--- src/rtl/xadc_mv_bcd.sv ---
// xadc_mv_bcd: one raw XADC DRP sample -> 4-digit packed-BCD millivolts (scale step, then double-dabble).
// Optional build macro XADC_ROUND_EN: round-half-up scaling; default build truncates.
module xadc_mv_bcd #(
  parameter int FULL_SCALE_MV = 1000
) (
  input  logic        clk,
  input  logic        rst,
  input  logic        start,
  input  logic [15:0] din,
  output logic        busy,
  output logic        done,
  output logic [15:0] dout,
  output logic        overrange
);

  localparam logic [1:0] S_IDLE   = 2'd0;
  localparam logic [1:0] S_SCALE  = 2'd1;
  localparam logic [1:0] S_DABBLE = 2'd2;
  localparam logic [1:0] S_FINISH = 2'd3;

  localparam logic [13:0] FS_MV  = 14'(FULL_SCALE_MV);
  localparam logic [13:0] MV_MAX = 14'd9999;
`ifdef XADC_ROUND_EN
  localparam logic [25:0] RND = 26'd2048;
`else
  localparam logic [25:0] RND = 26'd0;
`endif

  // {bcd[15:0], binary[13:0]}: add 3 to each BCD nibble >= 5, then shift left by one
  function automatic logic [29:0] dabble_step(input logic [29:0] s);
    logic [29:0] a;
    a = s;
    for (int i = 0; i < 4; i++) begin
      a[14+4*i +: 4] = (a[14+4*i +: 4] >= 4'd5) ? (a[14+4*i +: 4] + 4'd3) : a[14+4*i +: 4];
    end
    return a << 1;
  endfunction

  logic [1:0]  state_q, state_d;
  logic [11:0] code_q, code_d;
  logic [29:0] shreg_q, shreg_d;
  logic [3:0]  cnt_q, cnt_d;
  logic        ovr_q, ovr_d;
  logic        busy_q, busy_d;
  logic        done_q, done_d;
  logic [15:0] dout_q, dout_d;
  logic        overrange_q, overrange_d;
  logic [25:0] prod_s;
  logic [13:0] mv_s;
  logic        din_unused_s;

  assign din_unused_s = ^din[3:0];

  // Next-state and datapath logic for the scale / dabble / finish sequence
  always_comb begin
    state_d     = state_q;
    code_d      = code_q;
    shreg_d     = shreg_q;
    cnt_d       = cnt_q;
    ovr_d       = ovr_q;
    busy_d      = busy_q;
    done_d      = 1'b0;
    dout_d      = dout_q;
    overrange_d = overrange_q;
    prod_s      = 26'(code_q) * 26'(FS_MV);
    mv_s        = 14'((prod_s + RND) >> 5'd12);
    case (state_q)
      S_IDLE: begin
        if (start) begin
          code_d  = din[15:4];
          busy_d  = 1'b1;
          state_d = S_SCALE;
        end else begin
          busy_d  = 1'b0;
        end
      end
      S_SCALE: begin
        // Overrange still walks the dabble steps so latency stays fixed
        ovr_d   = (mv_s > MV_MAX);
        shreg_d = {16'd0, mv_s};
        cnt_d   = 4'd14;
        state_d = S_DABBLE;
      end
      S_DABBLE: begin
        shreg_d = dabble_step(shreg_q);
        cnt_d   = cnt_q - 4'd1;
        if (cnt_q == 4'd1) begin
          state_d = S_FINISH;
        end else begin
          state_d = S_DABBLE;
        end
      end
      S_FINISH: begin
        dout_d      = ovr_q ? 16'h9999 : shreg_q[29:14];
        overrange_d = ovr_q;
        done_d      = 1'b1;
        busy_d      = 1'b0;
        state_d     = S_IDLE;
      end
      default: begin
        busy_d  = 1'b0;
        state_d = S_IDLE;
      end
    endcase
  end

  // State and output registers with synchronous reset
  always_ff @(posedge clk) begin
    if (rst) begin
      state_q     <= S_IDLE;
      code_q      <= 12'd0;
      shreg_q     <= 30'd0;
      cnt_q       <= 4'd0;
      ovr_q       <= 1'b0;
      busy_q      <= 1'b0;
      done_q      <= 1'b0;
      dout_q      <= 16'h0000;
      overrange_q <= 1'b0;
    end else begin
      state_q     <= state_d;
      code_q      <= code_d;
      shreg_q     <= shreg_d;
      cnt_q       <= cnt_d;
      ovr_q       <= ovr_d;
      busy_q      <= busy_d;
      done_q      <= done_d;
      dout_q      <= dout_d;
      overrange_q <= overrange_d;
    end
  end

  assign busy      = busy_q;
  assign done      = done_q;
  assign dout      = dout_q;
  assign overrange = overrange_q;

endmodule
--- config.mk ---
export PLATFORM = sky130hd
export DESIGN_NAME = xadc_mv_bcd
export DESIGN_NICKNAME = d
export VERILOG_FILES = /design/src/rtl/xadc_mv_bcd.sv
export SDC_FILE = /design/constraint.sdc
export NUM_CORES = 1
export LEC_CHECK = 0
export CAP_MARGIN = 0
export CORE_UTILIZATION = 59
export DETAILED_ROUTE_END_ITERATION = 7
export HOLD_SLACK_MARGIN = 0.06
export PLACE_DENSITY = 0.86
export RECOVER_POWER = 100
export SYNTH_ARGS = -nofsm -noshare
export SYNTH_HDL_FRONTEND = slang
export SYNTH_SLANG_ARGS = --single-unit
--- constraint.sdc ---
create_clock -name clk -period 5.2 [get_ports clk]
set_input_delay 0.52 -clock clk [delete_from_list [all_inputs] [get_ports clk]]
set_output_delay 0.52 -clock clk [all_outputs]
set_load 0.01 [all_outputs]
==> impl_metrics.json <==
{
  "status": "completed",
  "dieHeight_um": 92.6,
  "finalWeightedCongestion": 0.860,
  "irDropWorstVdd_mv": 0.234,
  "fp.dieArea_sq_um": 8580,
  "fill_cells": 590,
  "multiInputGateArea_sq_um": 3120,
  "clkPwrFrac_pct": 18.4,
  "topCombFamilyByArea": "adder cells",
  "worst-slew-pin-transition_ns": 1.29,
  "synth.top_cells.by_area": "sky130_fd_sc_hd__dfxtp_1, sky130_fd_sc_hd__fa_1, sky130_fd_sc_hd__ha_1",
  "clockRootBuffer": "sky130_fd_sc_hd__clkbuf_8",
  "min_period_ns": 4.52,
  "drive_above_1_share_pct": 4.11,
  "area_of_the_placeable_core_sq_um": 7850,
  "clock_tree.buffer_depth": 2,
  "crit_path_start": "code_q[5]",
  "timing.hold.ws_ns": 0.472,
  "synthXorXnorAreaFrac_pct": 2.89,
  "global_route_wire_length_before_repair_um": 16800,
  "use_met3_pct": 3.61,
  "detailedRoute.firstIterationViolations": 277,
  "n_multi_input_combinational_cell": 373,
  "critical_path.n_buffers_inverters": 4,
  "syn_to_layout_area_delta_pct": 10.5,
  "top_power_group": "combinational cells",
  "top_usage_layer": "met2",
  "sh_comb_area_pct": 58.3,
  "ys_cells": 536,
  "post_cts_buffers": 0,
  "regToRegEndpoint": "shreg_q[8]",
  "wl_met2_um": 5070,
  "simple_gate_fraction_of_synth_area_pct": 11.9,
  "leakagePower_nw": 2.28,
  "most_common_cell_after_layout_fill_and_taps_aside": "sky130_fd_sc_hd__inv_1",
  "placementRows": 32,
  "power.switching_fraction_pct": 45.6,
  "non_clock_inverter_count": 72,
  "ys.flop_type": "sky130_fd_sc_hd__dfxtp_1",
  "tritoncts": "yes",
  "r2r_setup_slack_ns": 0.68,
  "postSynthNetCount": 649,
  "cts.sinks": 66,
  "switching_power_summed_over_all_nets_mw": 1.01,
  "buffer_area_share_pct": 6.03,
  "drtAntennaViolNets": 0,
  "cp_cell_sequence": "inv_1, fa_1, fa_1, inv_1, fa_1, inv_1, fa_1, inv_1, ha_1, nand4_1, o221a_2, o31a_1, or3_1, a21o_1",
  "internal-power_mw": 1.21,
  "top_cell_area_share_pct": 27.3,
  "taps": 102,
  "cap_violations": 0,
  "fin_worst_skew_ns": 0.0130,
  "register_area_sq_um": 1320,
  "post_cts_resize_count": 0,
  "timing.rr.start": "code_q[5]",
  "power.combinational.fraction_pct": 54.2,
  "final_hold_viol_count": 0,
  "worst_skew_pair.late_latency_ns": 0.35,
  "critPathMaxFanout": 8,
  "vias": 3880,
  "post-route-worst-setup-slack_ns": 0.685,
  "slowest_delay_ns": 0.53,
  "mux_area_share_pct": 3.51,
  "place_ws_ns": 0.742,
  "signal_buffers": 33,
  "avgViaCountPerCell": 5.86,
  "post_synth.cell_area_avg_sq_um": 9.04,
  "design.seq.count": 66,
  "synth.yosys.chip_area_sq_um": 4840,
  "max_slew_margin_pct": 13.8,
  "largest_register_ff_count": 30,
  "power_combinational_mw": 1.20,
  "port_buffers": 32,
  "top_cells_by_count": "sky130_fd_sc_hd__inv_1, sky130_fd_sc_hd__dfxtp_1, sky130_fd_sc_hd__ha_1",
  "and_or_or_and_share_of_the_synthesized_area_pct": 16.6,
  "critical_path_arrival_ns": 4.77,
  "antenna_cells": 0,
  "power_sequential_mw": 0.609,
  "critPathCaptureType": "flip-flop",
  "synth.lib_cells_used.distinct": 52,
  "critical_path_launch_point_type": "flip-flop",
  "die-width_um": 92.6,
  "final_layout_top_logic_cells": "sky130_fd_sc_hd__inv_1, sky130_fd_sc_hd__dfxtp_1, sky130_fd_sc_hd__ha_1",
  "seq_power_share_pct": 27.4,
  "grt_start_max_net_pins": 69,
  "synth-warning-count": 0,
  "synth-seq-cells": 66,
  "grt.total_usage_pct": 24.9,
  "first_global_vias": 3698,
  "place_inst": 646,
  "synthArstFlopShare_pct": 0,
  "cp-endpoint": "shreg_q[8]",
  "grt.met1_usage_pct": 32.6,
  "timing.critical_path.depth": 14,
  "power.density_cell_area_nw_per_um2": 415,
  "seq_area_share_pct": 24.7,
  "min_period_over_period_pct": 86.8,
  "fin_nets": 668,
  "totalNegativeSetupSlack_ns": 0,
  "worst-endpoint-required_ns": 5.45,
  "antenna_found_initial": 0,
  "log.warning_count": 43,
  "top_signal_layer_used": "met4",
  "core_util_floorplan_pct": 61.7,
  "hpwl_um": 7380,
  "ctsHtreeMaxLevel": 3,
  "met1Wirelength_um": 4600,
  "remaining_drc_errors": 0,
  "crit_slowest_cell": "sky130_fd_sc_hd__fa_1",
  "min-delay-start": "shreg_q[9]",
  "grt_util_met2_pct": 41.6,
  "post-synth-top-count-cell": "sky130_fd_sc_hd__inv_1",
  "dominant_cells": "multi-input combinational cells",
  "netlist_area_sq_um": 4840,
  "cts_hold_repair.buffers": 0,
  "synthesis.instances": 536,
  "setup_violations": 0,
  "pwr.group.clock_mw": 0.409,
  "rr_worst_depth": 14,
  "detailed_place.area_sq_um": 5190,
  "end_point_of_the_worst_hold_path": "shreg_q[10]",
  "clock_tree_area_fraction_pct": 3.51,
  "post_synth_fa_ha_maj_area_fraction_pct": 30.0,
  "layout.cell_area.non_filler_sq_um": 5350,
  "clk_pin_slew_worst_paths_ns": 0.08,
  "worstSetupPathType": "flip-flop to flip-flop",
  "fin_cells": 662,
  "totalWireLength_um": 10200,
  "i_o_pins": 38,
  "post-layout-total-power_mw": 2.22,
  "netlist.top_cell.by_area": "sky130_fd_sc_hd__dfxtp_1",
  "setup_repair_after_global_routing_missed_its_margin": "false",
  "globalRoute.totalOverflow": 0,
  "seq_area_frac_synth_pct": 27.3
}
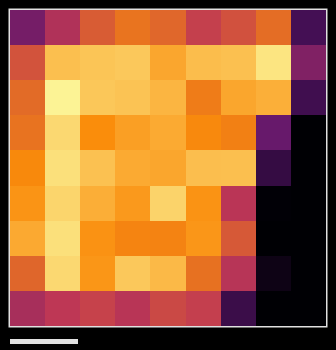
density.png
Bar = 20 um. The die is cut into 9 by 9 equal tiles; black is low, pale yellow is high, 0 to 100% covered.
11% of the tiles are nearly empty. The fullest tile reaches 97%. 46% of the tiles are over 75% full. The mean over all tiles is 61%. The emptiest ninth of the die: south-east.

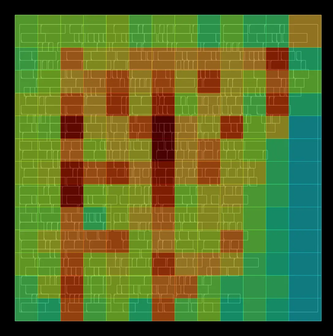
final_congestion.png
drt wl/cell: 15.4 um
post-layout util: 68.2%

